==> run_1/floorplan.png <==
The bar under the picture is 50 um long. Pins as bars on the die edge.
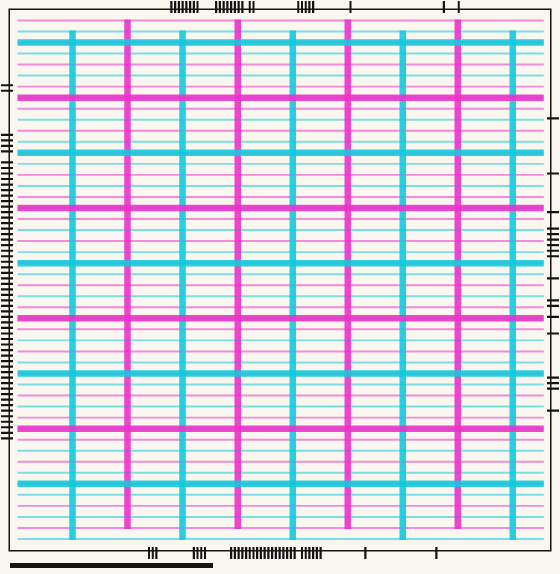
==> run_1/clock_nets.png <==
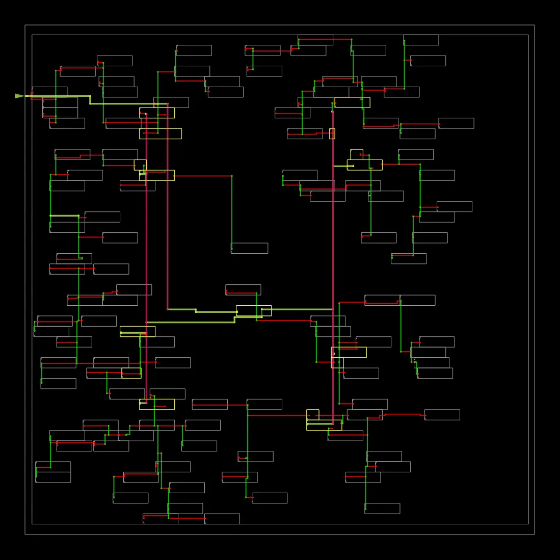
==> run_1/m2.png <==
The bar under the picture is 50 um long.
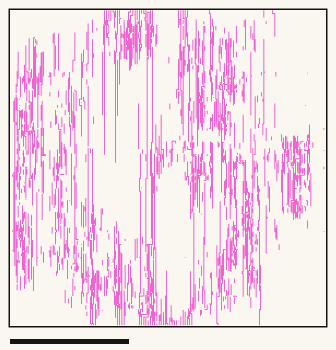
**config.mk**
```make
export PLATFORM = sky130hd
export DESIGN_NAME = ac_scan_sequencer
export DESIGN_NICKNAME = d
export VERILOG_FILES = /design/src/rtl/prores_vlc_pkg.sv /design/src/rtl/ac_scan_addr_gen.sv /design/src/rtl/ac_scan_sequencer.sv
export SDC_FILE = /design/constraint.sdc
export NUM_CORES = 1
export LEC_CHECK = 0
export CAP_MARGIN = 20
export CORE_MARGIN = 1.5
export CORE_UTILIZATION = 35
export CTS_CLUSTER_DIAMETER = 40
export DETAILED_ROUTE_END_ITERATION = 12
export DONT_BUFFER_PORTS = 1
export PLACE_DENSITY = 0.61
export SLEW_MARGIN = 30
export SYNTH_ARGS = -nofsm -noshare
export SYNTH_HDL_FRONTEND = slang
export SYNTH_SLANG_ARGS = --single-unit
```
**constraint.sdc**
```tcl
create_clock -name clk -period 2.9 [get_ports clk]
set_clock_uncertainty 0.2 [all_clocks]
set_input_delay 0.29 -clock clk [delete_from_list [all_inputs] [get_ports clk]]
set_output_delay 0.29 -clock clk [all_outputs]
set_load 0.005 [all_outputs]
```
**src/rtl/prores_vlc_pkg.sv**
```systemverilog
// prores_vlc_pkg: shared constants and types for the ProRes VLC front end.
// Holds both AC scan tables (raster position per scan index), the scan
// sequencer FSM state type and the default slice block limit.
package prores_vlc_pkg;

  localparam int DEFAULT_MAX_BLOCKS = 32;

  typedef enum logic [1:0] {
    IDLE,
    SCAN,
    DRAIN,
    DONE
  } scan_state_e;

  localparam logic [5:0] SCAN_PROGRESSIVE [64] = '{
    6'd0,  6'd1,  6'd8,  6'd9,  6'd2,  6'd3,  6'd10, 6'd11,
    6'd16, 6'd17, 6'd24, 6'd25, 6'd18, 6'd19, 6'd26, 6'd27,
    6'd4,  6'd5,  6'd12, 6'd20, 6'd13, 6'd6,  6'd7,  6'd14,
    6'd21, 6'd28, 6'd29, 6'd22, 6'd15, 6'd23, 6'd30, 6'd31,
    6'd32, 6'd33, 6'd40, 6'd48, 6'd41, 6'd34, 6'd35, 6'd42,
    6'd49, 6'd56, 6'd57, 6'd50, 6'd43, 6'd36, 6'd37, 6'd44,
    6'd51, 6'd58, 6'd59, 6'd52, 6'd45, 6'd38, 6'd39, 6'd46,
    6'd53, 6'd60, 6'd61, 6'd54, 6'd47, 6'd55, 6'd62, 6'd63
  };

  localparam logic [5:0] SCAN_INTERLACED [64] = '{
    6'd0,  6'd8,  6'd1,  6'd9,  6'd16, 6'd24, 6'd17, 6'd25,
    6'd2,  6'd10, 6'd3,  6'd11, 6'd18, 6'd26, 6'd19, 6'd27,
    6'd32, 6'd40, 6'd33, 6'd34, 6'd41, 6'd48, 6'd56, 6'd49,
    6'd42, 6'd35, 6'd43, 6'd50, 6'd57, 6'd58, 6'd51, 6'd59,
    6'd4,  6'd12, 6'd5,  6'd6,  6'd13, 6'd7,  6'd14, 6'd15,
    6'd20, 6'd28, 6'd21, 6'd22, 6'd29, 6'd23, 6'd30, 6'd31,
    6'd36, 6'd44, 6'd37, 6'd38, 6'd45, 6'd39, 6'd46, 6'd47,
    6'd52, 6'd60, 6'd53, 6'd54, 6'd61, 6'd55, 6'd62, 6'd63
  };

endpackage

```
**src/rtl/ac_scan_addr_gen.sv**
```systemverilog
// ac_scan_addr_gen: scan index / block counters for the AC scan walk.
// Block is the inner loop, scan index 1..63 the outer loop; the read address
// is block*64 + table[scan_idx]. Table choice is latched on init (only
// meaningful when the top is built with AC_SCAN_INTERLACED_EN).
module ac_scan_addr_gen
  import prores_vlc_pkg::*;
#(
  parameter int ADDR_W = 11
) (
  input  logic              clk,
  input  logic              reset_n,
  input  logic              init,
  input  logic [5:0]        num_blocks,
  input  logic              interlaced,
  input  logic              advance,
  output logic              last,
  output logic [ADDR_W-1:0] rd_addr
);

  localparam int BLK_W = ADDR_W - 6;

  logic [5:0]       nb_q;
  logic [5:0]       scan_idx_q;
  logic [BLK_W-1:0] blk_q;
  logic             il_q;
  logic             blk_is_last;
  logic [5:0]       pos;

  assign blk_is_last = (32'(blk_q) + 32'd1 == 32'(nb_q));
  assign last        = (scan_idx_q == 6'd63) && blk_is_last;
  assign pos         = il_q ? SCAN_INTERLACED[scan_idx_q] : SCAN_PROGRESSIVE[scan_idx_q];
  assign rd_addr     = {blk_q, pos};

  // Counter update: restart at (idx 1, blk 0) on init, step block-first on advance.
  always_ff @(posedge clk or negedge reset_n) begin
    // NOTE: state registers use non-blocking assignments so every flop samples pre-edge values.
    if (!reset_n) begin
      nb_q       <= '0;
      scan_idx_q <= '0;
      blk_q      <= '0;
      il_q       <= 1'b0;
    end else if (init) begin
      nb_q       <= num_blocks;
      il_q       <= interlaced;
      scan_idx_q <= 6'd1;
      blk_q      <= '0;
    end else if (advance) begin
      if (blk_is_last) begin
        blk_q      <= '0;
        scan_idx_q <= scan_idx_q + 6'd1;
      end else begin
        blk_q <= blk_q + 1'b1;
      end
    end
  end

endmodule

```
**src/rtl/ac_scan_sequencer.sv**
```systemverilog
// ac_scan_sequencer: slice controller for the AC run/level entropy path.
// Reads every coefficient of the slice in scan order, counts zero runs and
// presents one (run, level) symbol per nonzero coefficient; lvl_coeff mirrors
// the accepted level for the level encoder.
// Optional feature: define AC_SCAN_INTERLACED_EN to add the `interlaced` input
// (sampled on start) selecting the interlaced scan table.
module ac_scan_sequencer
  import prores_vlc_pkg::*;
#(
  parameter int MAX_BLOCKS = DEFAULT_MAX_BLOCKS,
  parameter int RUN_W      = 12,
  parameter int ADDR_W     = 11
) (
  input  logic                clk,
  input  logic                reset_n,
  input  logic                start,
  input  logic [5:0]          num_blocks,
`ifdef AC_SCAN_INTERLACED_EN
  input  logic                interlaced,
`endif
  output logic                rd_en,
  output logic [ADDR_W-1:0]   rd_addr,
  input  logic signed [31:0]  rd_data,
  output logic                sym_valid,
  input  logic                sym_ready,
  output logic [RUN_W-1:0]    sym_run,
  output logic signed [31:0]  sym_level,
  output logic signed [31:0]  lvl_coeff,
  output logic                slice_start,
  output logic                busy,
  output logic                done
);

  scan_state_e        state_q, state_d;
  logic               start_ok;
  logic               advance;
  logic               last;
  logic [5:0]         nb_eff;
  logic               il_sel;
  logic               rd_vld_q;
  logic               hold_vld_q;
  logic signed [31:0] hold_data_q;
  logic signed [31:0] cur_data;
  logic               cur_vld;
  logic               cur_nz;
  logic               sym_free;
  logic               stall;
  logic               sym_load;
  logic [RUN_W-1:0]   run_q;

`ifdef AC_SCAN_INTERLACED_EN
  assign il_sel = interlaced;
`else
  assign il_sel = 1'b0;
`endif

  assign start_ok = (state_q == IDLE) && start;
  assign nb_eff   = (num_blocks > 6'(MAX_BLOCKS)) ? 6'(MAX_BLOCKS) : num_blocks;

  // The data stage sees either this cycle's read return or a nonzero
  // coefficient parked because the symbol register was full; the two never
  // coexist because parking blocks the next read.
  assign cur_vld  = rd_vld_q | hold_vld_q;
  assign cur_data = hold_vld_q ? hold_data_q : rd_data;
  assign cur_nz   = cur_vld && (cur_data != '0);
  assign sym_free = !sym_valid || sym_ready;
  assign stall    = cur_nz && !sym_free;
  assign sym_load = cur_nz && sym_free;

  assign rd_en     = advance;
  assign busy      = (state_q != IDLE);
  assign lvl_coeff = (sym_valid && sym_ready) ? sym_level : '0;

  ac_scan_addr_gen #(
    .ADDR_W (ADDR_W)
  ) u_addr_gen (
    .clk        (clk),
    .reset_n    (reset_n),
    .init       (start_ok),
    .num_blocks (nb_eff),
    .interlaced (il_sel),
    .advance    (advance),
    .last       (last),
    .rd_addr    (rd_addr)
  );

  // FSM state register.
  always_ff @(posedge clk or negedge reset_n) begin
    if (!reset_n) state_q <= IDLE;
    else          state_q <= state_d;
  end

  // Next-state logic, read issue and done pulse.
  always_comb begin
    // NOTE: every signal driven here gets a default first so no path leaves it unassigned (no latch).
    state_d = state_q;
    advance = 1'b0;
    done    = 1'b0;
    case (state_q)
      IDLE: begin
        if (start) state_d = (nb_eff == 6'd0) ? DONE : SCAN;
      end
      SCAN: begin
        advance = !stall;
        if (!stall && last) state_d = DRAIN;
      end
      DRAIN: begin
        if (!cur_vld && sym_free) state_d = DONE;
      end
      DONE: begin
        done    = 1'b1;
        state_d = IDLE;
      end
      default: state_d = IDLE;
    endcase
  end

  // Read pipeline flag and slice_start pulse.
  always_ff @(posedge clk or negedge reset_n) begin
    if (!reset_n) begin
      rd_vld_q    <= 1'b0;
      slice_start <= 1'b0;
    end else begin
      rd_vld_q    <= advance;
      slice_start <= start_ok;
    end
  end

  // Data stage: absorb zeros into the run, move nonzeros into the symbol
  // register, or park a nonzero while the consumer stalls.
  always_ff @(posedge clk or negedge reset_n) begin
    if (!reset_n) begin
      hold_vld_q  <= 1'b0;
      hold_data_q <= '0;
      run_q       <= '0;
      sym_valid   <= 1'b0;
      sym_run     <= '0;
      sym_level   <= '0;
    end else begin
      hold_vld_q <= stall;
      if (stall) hold_data_q <= cur_data;

      if (start_ok) begin
        run_q <= '0;
      end else if (cur_vld && !cur_nz) begin
        if (run_q != '1) run_q <= run_q + 1'b1;
      end else if (sym_load) begin
        run_q <= '0;
      end

      if (sym_load) begin
        sym_valid <= 1'b1;
        sym_run   <= run_q;
        sym_level <= cur_data;
      end else if (sym_ready) begin
        sym_valid <= 1'b0;
      end
    end
  end

endmodule

```
==> reports/qor.yml, run 1 <==
final_timing:
  finalCritPeriodShare_pct: 95.7
  max_slew.worst_pin.slew_ps: 666
  fin_worst_hold_slack_ps: -571
  max_freq_ghz: 0.360
  final_critical_path_setup_slack_ps: 126
  final.min_clock_period_ps: 2770
  finalMaxSlewViolations: 0
  max_slew_margin_pct: 55.6
  setup_viol: 0
  timing.final.hold_violations: 111
  finalSetupTns_ps: 0
  unrepaired_setup_endpoints_after_global_routing: "false"
floorplan:
  core_util_floorplan_pct: 35.7
  floorplan.die_area_sq_um: 17700
  placementRows: 47
  top_level_i_o_count: 134
  tapCellCount: 220
setup_path:
  criticalPathCategory: "flip-flop to output pin"
  regToRegSetupSlack_ps: 220
  crit_start: "u_addr_gen.scan_idx_q[0]"
  crit_end: "rd_addr[3]"
  setup.worst_path.start_class: "flip-flop"
  regToRegStartpoint: "u_addr_gen.blk_q[0]"
  data_required_time_at_the_worst_endpoint_ps: 2410
  cp.arrival_ps: 2280
  endpoint_kind: "output pin"
  crit_fanout: 12
  regToRegEndpoint: "state_q[0]"
global_route:
  top_usage_layer: "met2"
  grt_first_pass_wirelength_mm: 25.0
  globalRouteMet2Util_pct: 29.7
  first_global_vias: 4820
  grtUsageMet3_pct: 3.46
  globalRouteMet1Util_pct: 22.7
  globalRouteOverflowTotal: 0
  grtUsageTotal_pct: 17.6
  grt_max_degree: 112
  antenna_found_initial: 0
synthesis:
  yosysUniqueCellTypes: 52
  ys_cells: 595
  average_cell_area_after_synthesis_sq_um: 9.96
  syn-cell-area_sq_um: 5930
  synth_top_flop_cell: "dfrtp_1"
  synth.yosys.chip_area_sq_um: 5930
  sequential_fraction_of_the_synthesis_area_pct: 46.9
  syn_nets: 653
  synth-seq-cells: 111
  yosysWarnings: 0
  async_reset_ff_share_pct: 100
  synthCells: 595
  edf_count: 0
clock_network:
  clk_ins_delay_skew_pair_ps: 350
  holdBufCountCts: 39
  cts_max_level: 3
  postCtsResizedCells: 4
  cts_max_path_buffers: 2
  cts.reportedPaths.clkPinSlew_ps: 70
  ctsRootBufferMaster: "clkbuf_16"
  cts_tree: "done"
  post_cts.repair.setup_buffers: 0
finish:
  clockBufferCount: 11
  top_regs: "hold_data_q: 32 flops, sym_level: 32 flops"
  finalNetCount: 687
  num-nonclk-buffers: 63
  post_layout_nonfiller_instances: 854
  area.share.sequential_pct: 39.7
  post_route_cells_drive_above_1_share_pct: 15.1
  layout.filler_cells: 1609
  seqCellArea_sq_um: 2780
  comb_area_share_pct: 42.4
  layout.non_clock_inverters: 15
  multi_input_comb_cells: 429
  non_clock_buffer_area_share_pct: 8.70
  insertedDiodeCount: 0
  clock_tree_cell_share_of_total_cell_area_pct: 4.40
  total_area_of_multi_input_combinational_cells_sq_um: 2960
  final_cell_mix: "dfrtp_1 (110), a21oi_1 (57), nand2_1 (45)"
  top_area_cell_class: "logic gates"
  final_util_pct: 42.2
  commonest_non_fill_non_tap_cell_in_the_layout: "dfrtp_1"
  finalInstanceArea_sq_um: 6990
  syn_to_final_growth_pct: 18.0
placement:
  postPlaceCellArea_sq_um: 6270
  routabilityCongestion: 0.813
  port_buffers: 0
  post-dp-hpwl_mm: 10.3
  preCtsSetupSlack_ps: -14.0
  place.detailed.instances: 799
drt:
  met3RoutedLength_um: 840
  drt_iter0_drc: 235
  wire_per_inst_um: 17.7
  met2RoutedLength_mm: 7.49
  topRoutingLayerUsed: "met4"
  route.detailed.drc: 0
  dr.pass1.iters: 4
  m1WireLength_mm: 6.50
  viasPerCell: 5.48
  postRouteAntennaNets: 0
flow_run:
  warning_count: 41
  cap_viol_max_count: 0
status:
  run_status: "finished, violations left"
  failed_checks: "negative hold slack"
Notes on floorplan.png above:
| net | colour |
|---|---|
| VSS | cyan |
| VDD | magenta |
signal pins: 134
rows: 47
met4 straps: 9
met5 straps: 9
met1 rails: 48
Core Region: 16600 sq um
Chip Width: 133 um
die height: 133 um

Notes on clock_nets.png above:
number of buffers created by CTS: 9
Seq cells: 111
clock sink count: 111

Notes on m2.png above:
nets with wire on the layer: 588
longest straight run: 70.7 um
main direction: vertical
vias after detailed routing: 4681
total routed wirelength: 15.1 mm

[run 1: cell families after synthesis]
logic type / after synthesis / synth area share, %
xor gates and xnor gates: 5 / 0.739
and+or+nand+nor: 215 / 19.2
adders and majority gates: 16 / 3.38
buffers and inverters: 55 / 3.59
DFF: 111 / 46.9
AOI/OAI and AO/OA: 110 / 11.3
muxes: 83 / 14.9
[run 1: cell usage after synthesis (5+ instances only)]
master    number  area [sq um]
dfrtp_1      111          2780
o211ai_1       5          37.5
nor2_1        43           161
o21ai_0       12          60.1
mux2i_1       39           390
nand2b_1       9          56.3
or3_1          8          50.1
nand3b_1       5          37.5
a21oi_1       57           285
or4_1          9          67.6
clkbuf_1      32           120
inv_1         15          56.3
ha_1          16           200
buf_1          5          18.8
mux2_2        44           495
o31ai_1        6          45.0
nand3_1       17          85.1
nor3_1         8          40.0
nor4_1        17           106
nand4_1        5          31.3
and3_1        34           213
nand2_1       45           169
[run 1: worst max-delay path, cell delays in order (launching register included)]
cell and delay [ps]:
dfrtp_1 610, inv_1 200, ha_1 410, or3b_2 490, a31oi_1 220
[run 1: how the worst min path moves through the flow]
| stage | start | end | slack (ps) | cells past startpoint |
|---|---|---|---|---|
| 2_1_floorplan | reset_n | hold_data_q[0] | -210 | 0 |
| 3_3_place_gp | reset_n | hold_data_q[26] | -200 | 0 |
| 3_5_place_dp | reset_n | hold_data_q[25] | -200 | 0 |
| 4_1_cts | reset_n | sym_level[24] | -590 | 0 |
| 5_1_grt | reset_n | hold_data_q[25] | -590 | 0 |
| 6_report | reset_n | hold_data_q[25] | -570 | 0 |
==> run_1/m3.png <==
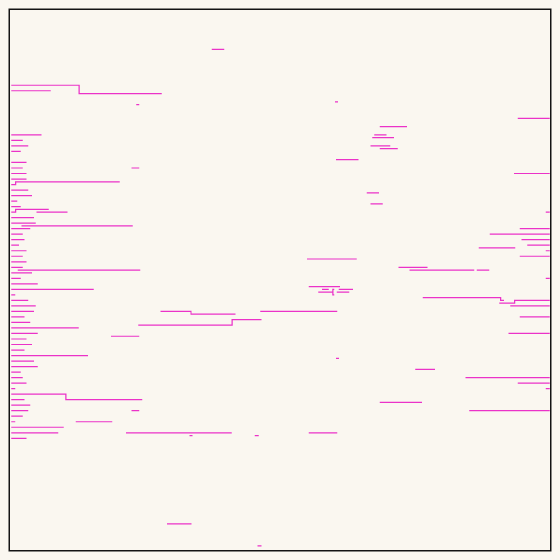

==> run 2: changes to the inputs <==
--- a/config.mk
+++ b/config.mk
@@ -8,4 +8,4 @@
 export CAP_MARGIN = 20
-export CORE_MARGIN = 1.5
-export CORE_UTILIZATION = 35
+export CORE_MARGIN = 10
+export CORE_UTILIZATION = 40
 export CTS_CLUSTER_DIAMETER = 40
@@ -13,3 +13,3 @@
 export DONT_BUFFER_PORTS = 1
-export PLACE_DENSITY = 0.61
+export PLACE_DENSITY = 0.66
 export SLEW_MARGIN = 30
--- a/constraint.sdc
+++ b/constraint.sdc
@@ -4,2 +4,2 @@
 set_output_delay 0.29 -clock clk [all_outputs]
-set_load 0.005 [all_outputs]
+set_load 0.1 [all_outputs]
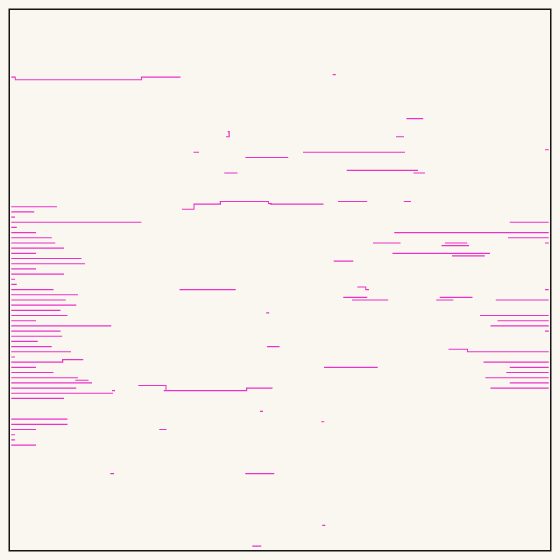
(run_2/m3.png)
main direction: horizontal
share of all routed wire: 6.5%
nets with wire on the layer: 88
wire length on this layer: 1080 um
longest straight run: 40.3 um
met3 capacity usage during global routing: 4.17%
total routed wirelength: 16.7 mm
vias after detailed routing: 5034

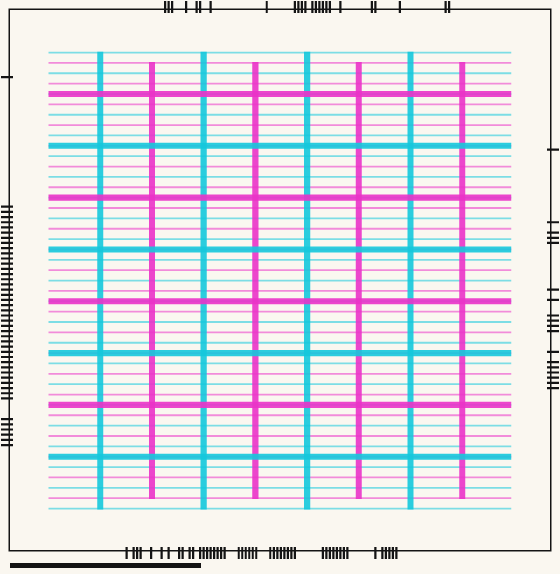
(run_2/floorplan.png)
The bar under the picture is 50 um long. Pins as bars on the die edge.
| net | colour |
|---|---|
| VDD | magenta |
| VSS | cyan |
met5 straps: 8
signal pins: 134
met4 straps: 8
die height: 142 um
Chip Width: 142 um

==> reports/qor.yml, run 2 <==
status:
  run_status: "finished, violations left"
  failed_checks: "negative hold slack"
final_timing:
  max_slew.worst_pin.slew_ps: 930  # +264 ps
  final.min_clock_period_ps: 2780  # +7.54 ps
  max_slew_margin_pct: 38.0  # -18 points
  timing.final.hold_violations: 111  # unchanged
  finalCritPeriodShare_pct: 95.9  # +0.26 points
  final_critical_path_setup_slack_ps: 118  # -7.54 ps
  setup_viol: 0  # unchanged
  finalMaxSlewViolations: 0  # unchanged
  max_freq_ghz: 0.360  # -0.27%
  finalSetupTns_ps: 0  # unchanged
  fin_worst_hold_slack_ps: -563  # +8.50 ps
  unrepaired_setup_endpoints_after_global_routing: "false"
floorplan:
  top_level_i_o_count: 134  # unchanged
  floorplan.die_area_sq_um: 20100  # +13%
  placementRows: 44  # -6.4%
  core_util_floorplan_pct: 40.8  # +5.0 points
  placeableCoreArea_sq_um: 14500  # -12%
flow_run:
  cap_viol_max_count: 0  # unchanged
  warning_count: 42  # +2.4%
global_route:
  first_global_vias: 5296  # +9.9%
  globalRouteOverflowTotal: 0  # unchanged
  antenna_found_initial: 0  # unchanged
  grt_first_pass_wirelength_mm: 27.5  # +10%
  grtUsageTotal_pct: 16.5  # -1.2 points
  grt_max_degree: 112  # unchanged
synthesis:
  synthMostInstantiatedCell: "dfrtp_1"
  yosysUniqueCellTypes: 52  # unchanged
  async_reset_ff_share_pct: 100  # unchanged
  post_synth_xor_area_fraction_pct: 0.739  # unchanged
  sequential_fraction_of_the_synthesis_area_pct: 46.9  # unchanged
  aoi_share_pct: 11.3  # unchanged
  synthCells: 595  # unchanged
  synth_top_flop_cell: "dfrtp_1"
  syn-cell-area_sq_um: 5930  # unchanged
  syn_nets: 653  # unchanged
  edf_count: 0  # unchanged
  average_cell_area_after_synthesis_sq_um: 9.96  # unchanged
  yosysTopAreaCell: "dfrtp_1"
  synth.yosys.chip_area_sq_um: 5930  # unchanged
  yosys.area_share.simple_pct: 19.2  # unchanged
  logic_family: "simple AND/OR/NAND/NOR gates"
  post_synth_most_frequent_cells: "dfrtp_1 (111), a21oi_1 (57), nand2_1 (45)"
  synth-adder-area-share_pct: 3.38  # unchanged
  synth.mux.area_fraction_pct: 14.9  # unchanged
  area_leaders: "dfrtp_1 (47%), mux2_2 (8.4%), mux2i_1 (6.6%), a21oi_1 (4.8%), and3_1 (3.6%)"
  synth-seq-cells: 111  # unchanged
  ys_cells: 595  # unchanged
  yosys.area.top_type_share_pct: 46.9  # unchanged
  yosysWarnings: 0  # unchanged
finish:
  post_route_cells_drive_above_1_share_pct: 26.4  # +11 points
  syn_to_final_growth_pct: 28.8
  finalNetCount: 768  # +12%
  final_util_pct: 52.5  # +10 points
  finalInstanceArea_sq_um: 7630  # +9.1%
  commonest_non_fill_non_tap_cell_in_the_layout: "dfrtp_1"
  insertedDiodeCount: 0  # unchanged
  post_layout_nonfiller_instances: 899  # +5.3%
  final_cell_mix: "dfrtp_1 (103), buf_4 (96), a21oi_1 (57)"
  top_regs: "hold_data_q: 32 flops, sym_level: 32 flops"
drt:
  wire_per_inst_um: 18.6  # +5.3%
  postRouteAntennaNets: 0  # unchanged
  route.detailed.drc: 0  # unchanged
  drt_iter0_drc: 292  # +24%
  dr.pass1.iters: 5  # +1
  viasPerCell: 5.60  # +2.2%
setup_path:
  endpoint_kind: "output pin"
  data_required_time_at_the_worst_endpoint_ps: 2410  # about the same
  cp.arrival_ps: 2290  # about the same
  regToRegSetupSlack_ps: 150  # -70 ps
  crit_fanout: 6  # -6
  regToRegEndpoint: "state_q[0]"
  criticalPathCategory: "primary input to output pin"
  reg2reg_depth: 7
  setup.worst_path.start_class: "primary input"
  regToRegStartpoint: "u_addr_gen.blk_q[0]"
placement:
  preCtsSetupSlack_ps: -298  # -284 ps
  routabilityCongestion: 0.834  # +2.6%
  post-dp-hpwl_mm: 11.6  # +13%
  postPlaceCellArea_sq_um: 6880  # +9.7%
  place.detailed.instances: 839  # +5.0%
  port_buffers: 0  # unchanged
clock_network:
  cts.reportedPaths.clkPinSlew_ps: 70  # about the same
  cts_max_path_buffers: 2  # unchanged
  cts_num_sinks: 111  # unchanged
  ctsRootBufferMaster: "clkbuf_16"
  cts_made_buffers: 9  # unchanged
  cts_tree: "done"
  clk_ins_delay_skew_pair_ps: 350  # about the same
  cts_max_level: 3  # unchanged
min_path:
  hold_path_class: "primary input to async pin"
## run 2: netlist changes by cell type in the layout (fill, tap and decap cells not counted), sizes merged
cell	before	now
bufinv	1	0
dlygate4sd3	39	40
inv	16	18
clkbuf	11	9
clkinvlp	0	1
buf	24	104
## run 2: worst max path at each step
stage | start | to | slack [ps] | cells after the start
3_3_place_gp | rd_data[17] | state_q[0] | -230 | 8
3_5_place_dp | rd_data[17] | state_q[0] | -300 | 8
4_1_cts | hold_data_q[17] | rd_en | 8 | 7
5_1_grt | hold_data_q[17] | rd_en | 6 | 7
6_report | rd_data[17] | rd_en | 120 | 7
2_1_floorplan | u_addr_gen.scan_idx_q[0] | rd_addr[3] | -160 | 5
## run 2: cells by family after synthesis
| kind of cell | count (synthesis) |
|---|---|
| flops | 111 |
| buf+inv | 55 |
| compound gates | 110 |
| fa+ha+maj | 16 |
| mux | 83 |
| xor+xnor | 5 |
| simple gates | 215 |
## run 2: final cells by class
type	instances	area (sq um)
Multi-Input combinational cell	429	2990
Timing Repair Buffer	144	1280
Fill cell	1298	6900
Inverter	15	60.1
Sequential cell	111	2790
Clock inverter	7	52.6
Tap cell	184	230
Clock buffer	9	225
## run 2: metal layers
metal  routed length [um]  GRT usage (%)  part of all wire, %  vias up
li1                     -              -                    -     2402
met1                 6950           20.1                   42     2483
met2                 8450           28.0                   51      131
met3                 1080           4.17                  6.4       18
met4                  235           4.57                  1.4        0
met5                    0              0                    0        -
## run 2: what timing repair did
action                     4_1_cts  5_1_grt
gates resized                    6        5
hold buffers                    39        1
buffers inserted                 0        4
pin swaps                        0        1
hold endpoints to repair       180      112
setup endpoints to repair        2        3
## run 2: critical path, cell delays in order
cell and delay [ps]:
nor4_2 360, buf_4 170, nand2_1 40, or4_1 650, a311o_2 490, clkinvlp_4 120
buf_12 170
